[src/rtl/sys_defs.sv]
// sys_defs: shared functional-unit encodings, FU FSM states and CDB scheduling defaults.
`ifndef SYS_FU_ADDR_WIDTH
`define SYS_FU_ADDR_WIDTH 3
`endif
package sys_defs;
    localparam int SYS_NUM_FU    = 2**`SYS_FU_ADDR_WIDTH;
    localparam int SYS_CDB_WIDTH = 3;
    localparam int SYS_MULT_LAT  = 4;
    typedef enum logic [2:0] {ALU_1, ALU_2, ALU_3, LS_1, LS_2, MULT_1, MULT_2, BRANCH} FU_SELECT;
    typedef logic [SYS_NUM_FU-1:0] FU_STATE_PACKET;
    typedef enum logic [1:0] {FU_IDLE, FU_BUSY, FU_WAIT_CDB} FU_FSM_STATE;
endpackage

[src/rtl/rr_multi_grant.sv]
// rr_multi_grant: combinational round-robin selector granting up to W requesters,
// scanning upward from ptr with wrap-around.
module rr_multi_grant #(
    parameter int N  = 8,
    parameter int W  = 3,
    parameter int PW = 3
) (
    input  logic [N-1:0]  req,
    input  logic [PW-1:0] ptr,
    output logic [N-1:0]  grant,
    output logic [PW-1:0] next_ptr
);
    logic [PW-1:0] idx;
    int            cnt;
    always_comb begin
        grant    = '0;
        next_ptr = ptr;
        idx      = ptr;
        cnt      = 0;
        for (int k = 0; k < N; k++) begin
            if (req[idx] && cnt < W) begin
                grant[idx] = 1'b1;
                cnt        = cnt + 1;
                next_ptr   = (idx == PW'(N - 1)) ? '0 : idx + 1'b1;
            end
            idx = (idx == PW'(N - 1)) ? '0 : idx + 1'b1;
        end
    end
endmodule

[src/rtl/fu_cdb_scheduler.sv]
// fu_cdb_scheduler: per-FU IDLE/BUSY/WAIT_CDB tracking and round-robin CDB writeback grants.
module fu_cdb_scheduler
    import sys_defs::*;
#(
    parameter int NUM_FU    = 2**`SYS_FU_ADDR_WIDTH,
    parameter int CDB_WIDTH = SYS_CDB_WIDTH,
    parameter int MULT_LAT  = SYS_MULT_LAT
) (
    input  logic              clk,
    input  logic              rst,
    input  logic [NUM_FU-1:0] fu_issue_valid,
    input  logic [1:0]        ls_done,
    input  logic              squash,
    output logic [NUM_FU-1:0] fu_ready_is,
    output logic [NUM_FU-1:0] cdb_grant,
    output logic [NUM_FU-1:0] cdb_req
);
    localparam int PW = (NUM_FU > 1) ? $clog2(NUM_FU) : 1;
    localparam logic [3:0] MULT_LOAD = 4'(MULT_LAT - 1);

    logic [NUM_FU-1:0] raw_grant;
    logic [PW-1:0]     rr_ptr, next_ptr;

    rr_multi_grant #(.N(NUM_FU), .W(CDB_WIDTH), .PW(PW)) u_rr (
        .req(cdb_req), .ptr(rr_ptr), .grant(raw_grant), .next_ptr(next_ptr)
    );

    assign cdb_grant = squash ? '0 : raw_grant;

    always_ff @(posedge clk or negedge rst)
        if (!rst) rr_ptr <= '0;
        else if (!squash && |raw_grant) rr_ptr <= next_ptr;

    for (genvar i = 0; i < NUM_FU; i++) begin : g_fu
        localparam bit IS_LS   = (i == int'(LS_1)) || (i == int'(LS_2));
        localparam bit IS_MULT = (i == int'(MULT_1)) || (i == int'(MULT_2));
        localparam int LSJ     = IS_LS ? i - int'(LS_1) : 0;
        FU_FSM_STATE state;
        logic [3:0]  cnt;
        logic        issue;
        assign cdb_req[i]     = state == FU_WAIT_CDB;
        assign fu_ready_is[i] = (state == FU_IDLE) || cdb_grant[i];
        assign issue          = fu_issue_valid[i] && fu_ready_is[i];
        always_ff @(posedge clk or negedge rst)
            if (!rst) begin
                state <= FU_IDLE;
                cnt   <= '0;
            end else if (squash) begin
                state <= FU_IDLE;
                cnt   <= '0;
            end else if (issue) begin
                state <= FU_BUSY;
                cnt   <= IS_MULT ? MULT_LOAD : '0;
            end else if (state == FU_BUSY) begin
                if (IS_MULT) begin
                    if (cnt == '0) state <= FU_WAIT_CDB;
                    else cnt <= cnt - 4'd1;
                end else if (!IS_LS || ls_done[LSJ]) state <= FU_WAIT_CDB;
            end else if (cdb_grant[i]) state <= FU_IDLE;
`ifndef SYNTHESIS
        // an issue to an FU that is not ready is dropped; flag it in simulation
        assert property (@(posedge clk) disable iff (!rst) fu_issue_valid[i] && !squash |-> fu_ready_is[i])
            else $error("issue to busy fu %0d ignored", i);
`endif
    end
endmodule

[config.mk]
export PLATFORM = sky130hd
export DESIGN_NAME = fu_cdb_scheduler
export DESIGN_NICKNAME = d
export VERILOG_FILES = /design/src/rtl/sys_defs.sv /design/src/rtl/rr_multi_grant.sv /design/src/rtl/fu_cdb_scheduler.sv
export SDC_FILE = /design/constraint.sdc
export NUM_CORES = 1
export LEC_CHECK = 0
export ABC_AREA = 0
export ABC_CLOCK_PERIOD_IN_PS = 16400
export CAP_MARGIN = 40
export CORE_ASPECT_RATIO = 1.4
export CORE_MARGIN = 10
export CORE_UTILIZATION = 49
export CTS_CLUSTER_SIZE = 16
export DETAILED_ROUTE_END_ITERATION = 7
export GPL_TIMING_DRIVEN = 0
export HOLD_SLACK_MARGIN = 0.1
export PLACE_DENSITY = 0.72
export SLEW_MARGIN = 20
export SYNTH_ARGS = -nofsm -noshare
export SYNTH_HDL_FRONTEND = slang
export SYNTH_SLANG_ARGS = --single-unit
[constraint.sdc]
create_clock -name clk -period 16.4 [get_ports clk]
set_clock_uncertainty 0.15 [all_clocks]
set_input_delay 1.64 -clock clk [delete_from_list [all_inputs] [get_ports clk]]
set_output_delay 1.64 -clock clk [all_outputs]
set_load 0.005 [all_outputs]
run_1/sizes.png
Bar = 20 µm.
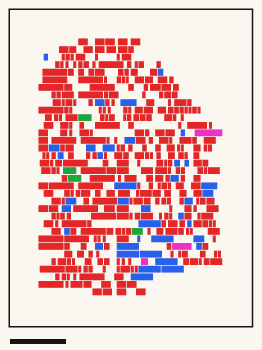
Key: _3 and _4 cells = magenta [cells 3]; _2 cells = blue [cells 38, most used mux4_2]; _6 and larger = green [cells 4, most used clkbuf_8]; _0 and _1 cells = red [cells 360, most used nor2_1]
synthesis-to-layout area growth: 16.3%
count of plain and timing-repair buffers: 48
final non-filler cell area: 3560 µm²

run_1/wires.png
Bar = 20 µm.
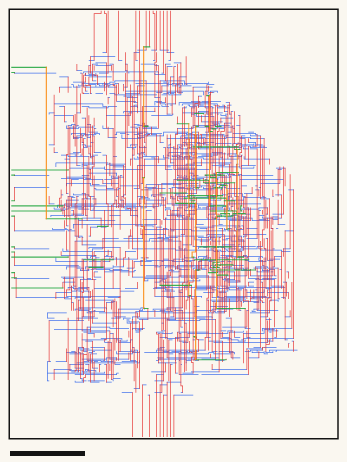
Key: metal 1 = blue [wire length 3410 µm]; metal 4 = orange [wire length 302 µm]; metal 2 = red [wire length 4410 µm]; metal 3 = green [wire length 309 µm]
DR vias: 2988
gr usage total: 17.0%

run_1/layer_met3.png
Bar = 20 µm.
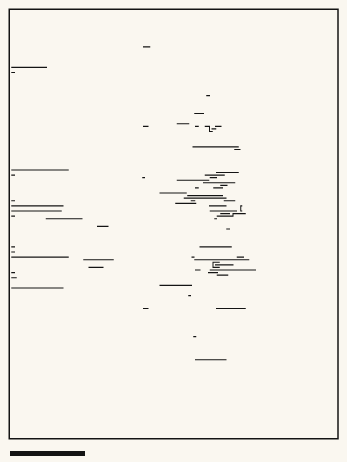
The wires run mostly horizontal. 47 nets have wire on it. The layer carries 309 µm of wire. The layer holds 3.7% of the routed length. The longest straight run is 14.9 µm.
GRT met3 Usage: 1.57%
drt total wl: 8430 µm

==> run_results.csv, run 1 <==
group,metric,value,unit
setup_path,r2r-end,"rr_ptr[2]",
layout,regMostFlops,"g_fu.state",
logic_synthesis,synthDominantCellAreaShare,22.1,%
layout,seq_area,676,µm²
layout,area_share_nonclk_buffers,11.7,%
layout,reg.largest.list,"g_fu.state x16, g_fu.cnt x8, rr_ptr x3",
layout,fin_nets,444,
min_path,hp-class,"register to register",
clock_network,clock_path_buffers,2,
global_route,grt_max_degree,28,
final_timing,finalCritPeriodShare,80.1,%
layout,dominant-cell-class,"combinational gates",
final_timing,setup_slack,3.26,ns
logic_synthesis,netlist_instances,363,
setup_path,critPathMaxFanout,10,
final_timing,relSlewSlack,46.6,%
clock_network,postCtsHoldBufs,0,
setup_path,slowest_stage,"clkdlybuf4s50_1",
layout,seq_area_share,19.0,%
clock_network,clk_pin_slew_worst_paths,0.08,ns
final_timing,hold_viol,0,
logic_synthesis,edf_count,0,
layout,lay_top_cells,"40 x nor2_1, 35 x clkdlybuf4s50_1, 28 x a21oi_1, 27 x dfrtp_1, 25 x inv_1",
logic_synthesis,top_area_cell,"dfrtp_1",
logic_synthesis,ys_warn_count,0,
flow_run,warning_count,39,
layout,comb-cell-share,62.8,%
clock_network,cts_tree,"built",
global_route,grt.overflow.total,0,
setup_path,max_stage_delay,0.54,ns
clock_network,htreeDepth,1,
setup_path,endpoint_kind,"output pin",
layout,fillers,582,
final_timing,fin_setup_tns,0,ns
layout,layout_top_cell,"nor2_1",
layout,inv_count,26,
setup_path,cp_num_buf_inv,7,
status,status,"finished, final reports clean",
logic_synthesis,top_cell,"nor2_1",
layout,n_antenna_cell,0,
place,io_buffers,36,
layout,largest_reg_flops,16,
## run 1: cell families after synthesis
group / count (synthesis) / share of synthesized area [%]
AOI/OAI and AO/OA: 115 / 27.4
xor gates and xnor gates: 10 / 3.72
adders and majority gates: 25 / 10.5
buffers and inverters: 37 / 4.99
DFF: 27 / 22.1
muxes: 17 / 9.82
other: 1 / 0.123
and+or+nand+nor: 131 / 21.4
## run 1: routing by layer
layer  track usage [%]  vias to the layer above  part of all wire, %
li1                  -                     1440                    -
met1              19.3                     1422                   40
met2              30.7                      101                   52
met3              1.57                       25                  3.7
met4              8.02                        0                  3.6
met5                 0                        -                    0
==> run 2: changes to the inputs <==
- ABC_CLOCK_PERIOD_IN_PS: 16400 -> 13650
- clock period: 16.4 -> 13.65 ns (I/O delays scaled with it)
==> run 2 against run 1 <==
Final cell count stayed put. Area after synthesis did not move. Register-to-register slack worse by 2.8 ns. Die size is the same. Setup slack worse by 2.5 ns. Global-route usage did not move. Via count is the same. Worst hold slack stayed put. Utilization is the same. Critical path type unchanged.
==> run_results.csv, run 2 <==
group,metric,value,unit
layout,reg.largest.list,"g_fu.state x16, g_fu.cnt x8, rr_ptr x3",
logic_synthesis,ys_warn_count,0,
status,status,"finished, final reports clean",
layout,seq_area_share,19.0,%
setup_path,r2r-end,"rr_ptr[2]",
layout,n_antenna_cell,0,
layout,dominant-cell-class,"combinational gates",
route,wl,8430,µm
final_timing,setup_slack,0.781,ns
global_route,grt.overflow.total,0,
layout,lay_top_cells,"40 x nor2_1, 35 x clkdlybuf4s50_1, 28 x a21oi_1, 27 x dfrtp_1, 25 x inv_1",
logic_synthesis,synthDominantCellAreaShare,22.1,%
layout,largest_reg_flops,16,
global_route,grt_max_degree,28,
layout,layout_top_cell,"nor2_1",
setup_path,endpoint_kind,"output pin",
logic_synthesis,top_area_cell,"dfrtp_1",
clock_network,htreeDepth,1,
layout,area_delta_synth_final,16.3,%
logic_synthesis,netlist_instances,363,
final_timing,hold_viol,0,
global_route,grt_usage,17.0,%
layout,area_share_nonclk_buffers,11.7,%
place,io_buffers,36,
layout,inv_count,26,
run 2: stage by stage:
stage	util, %	hold WS, ns
final	58.1	0.417
after global routing	58.1	0.447
after CTS	58.1	0.415
after detailed placement	57.3	0.402
after global placement	57.3	0.382
after floorplan	-	0.367
run 2: kinds of logic after synthesis:
logic type,synth area share [%]
simple gates,21.4
compound gates,27.4
buf+inv,4.99
flops,22.1
fa+ha+maj,10.5
mux,9.82
xor+xnor,3.72
other cells,0.123
run 2: per-layer routing:
layer	vias to the layer above	track usage [%]	routed length, µm	share of wire, %
met5	-	0	0	0
met4	0	8.02	302	3.6
met3	25	1.57	308	3.7
met2	101	30.7	4410	52
met1	1422	19.3	3410	40
li1	1440	-	-	-
run_2/layer_met3.png
Bar = 20 µm.
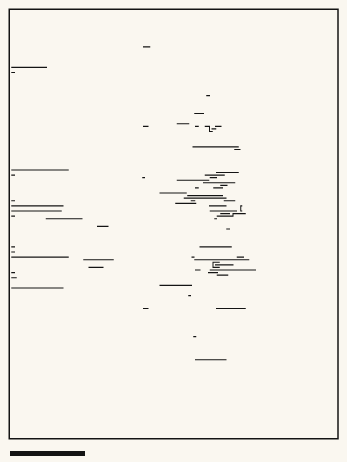

==> run 3: changes to the inputs <==
- PLACE_DENSITY: 0.72 -> 0.71
- SYNTH_HIERARCHICAL: not set -> 1
==> run 3 against run 2 <==
Sequential share of layout area shrank 1.5 points. Worst hold slack gained 0.023 ns. Wire length grew 9.8%. Final area grew 8.4%. Die size grew 7.5%. Critical path type unchanged. Critical endpoint is now fu_ready_is[6]. Area after synthesis grew 9.4%. Highest routed layer unchanged.
==> run_results.csv, run 3 <==
group,metric,value,unit
status,status,"finished, final reports clean",
logic_synthesis,netlist_instances,402,
global_route,grt_usage,17.1,%
route,wl_met1,3710,µm
logic_synthesis,fa_ha_area_share,11.4,%
logic_synthesis,ys_warn_count,6,
logic_synthesis,synthXorXnorAreaFrac,1.35,%
logic_synthesis,logic_family,"AND-OR/OR-AND gates",
place,io_buffers,35,
global_route,grt_max_degree,28,
layout,reg.largest.list,"g_fu.state x16, g_fu.cnt x8, rr_ptr x3",
final_timing,whs,0.440,ns
logic_synthesis,synthDominantCellAreaShare,20.2,%
global_route,gr-usage-met2,31.7,%
layout,layout_top_cell,"inv_1",
logic_synthesis,top_area_cell,"dfrtp_1",
setup_path,endpoint_kind,"output pin",
route,maxUsedRoutingLayer,"met4",
route,wl,9250,µm
layout,n_antenna_cell,0,
layout,largest_reg_flops,16,
clock_network,htreeDepth,1,
global_route,met3_usage,2.62,%
layout,lay_top_cells,"39 x inv_1, 34 x nor2_1, 34 x clkdlybuf4s50_1, 33 x a21oi_1, 29 x ha_1",
[run 3: cell families (layout without fill, tap and decap cells)]
group | Yosys count | in the layout
AOI/OAI and AO/OA | 137 | 137
and+or+nand+nor | 118 | 118
buffers and inverters | 55 | 94
muxes | 31 | 31
adders and majority gates | 30 | 30
DFF | 27 | 27
xor gates and xnor gates | 3 | 3
other | 1 | 2
[run 3: worst max-delay path, delay by kind of cell, from the launching register on]
kind,cells,cell delay [ns]
simple gates,7,1.40
buf+inv,8,1.95
fa+ha+maj,8,2.39
flops,1,0.48
compound gates,8,2.09
xor+xnor,1,0.17
mux,1,0.34
[run 3: layout make-up]
cell class,count,area (µm²)
well taps,92,115
fillers,614,2760
inverters,41,154
flip-flops and latches,27,676
clock buffers,4,45.0
multi-input cells,321,2440
plain buffers,14,78.8
repair buffers,35,345
run_3/sizes.png
Bar = 20 µm.
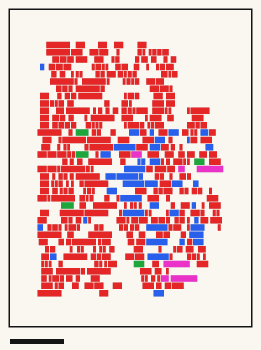
Key: _2 cells = blue [cells 40]; _3 and _4 cells = magenta [cells 6, most used a2111oi_4]; _0 and _1 cells = red [cells 391, most used inv_1]; _6 and larger = green [cells 5, most used clkbuf_8]
final worst-path setup slack: 3.03 ns
final non-filler cell area: 3850 µm²

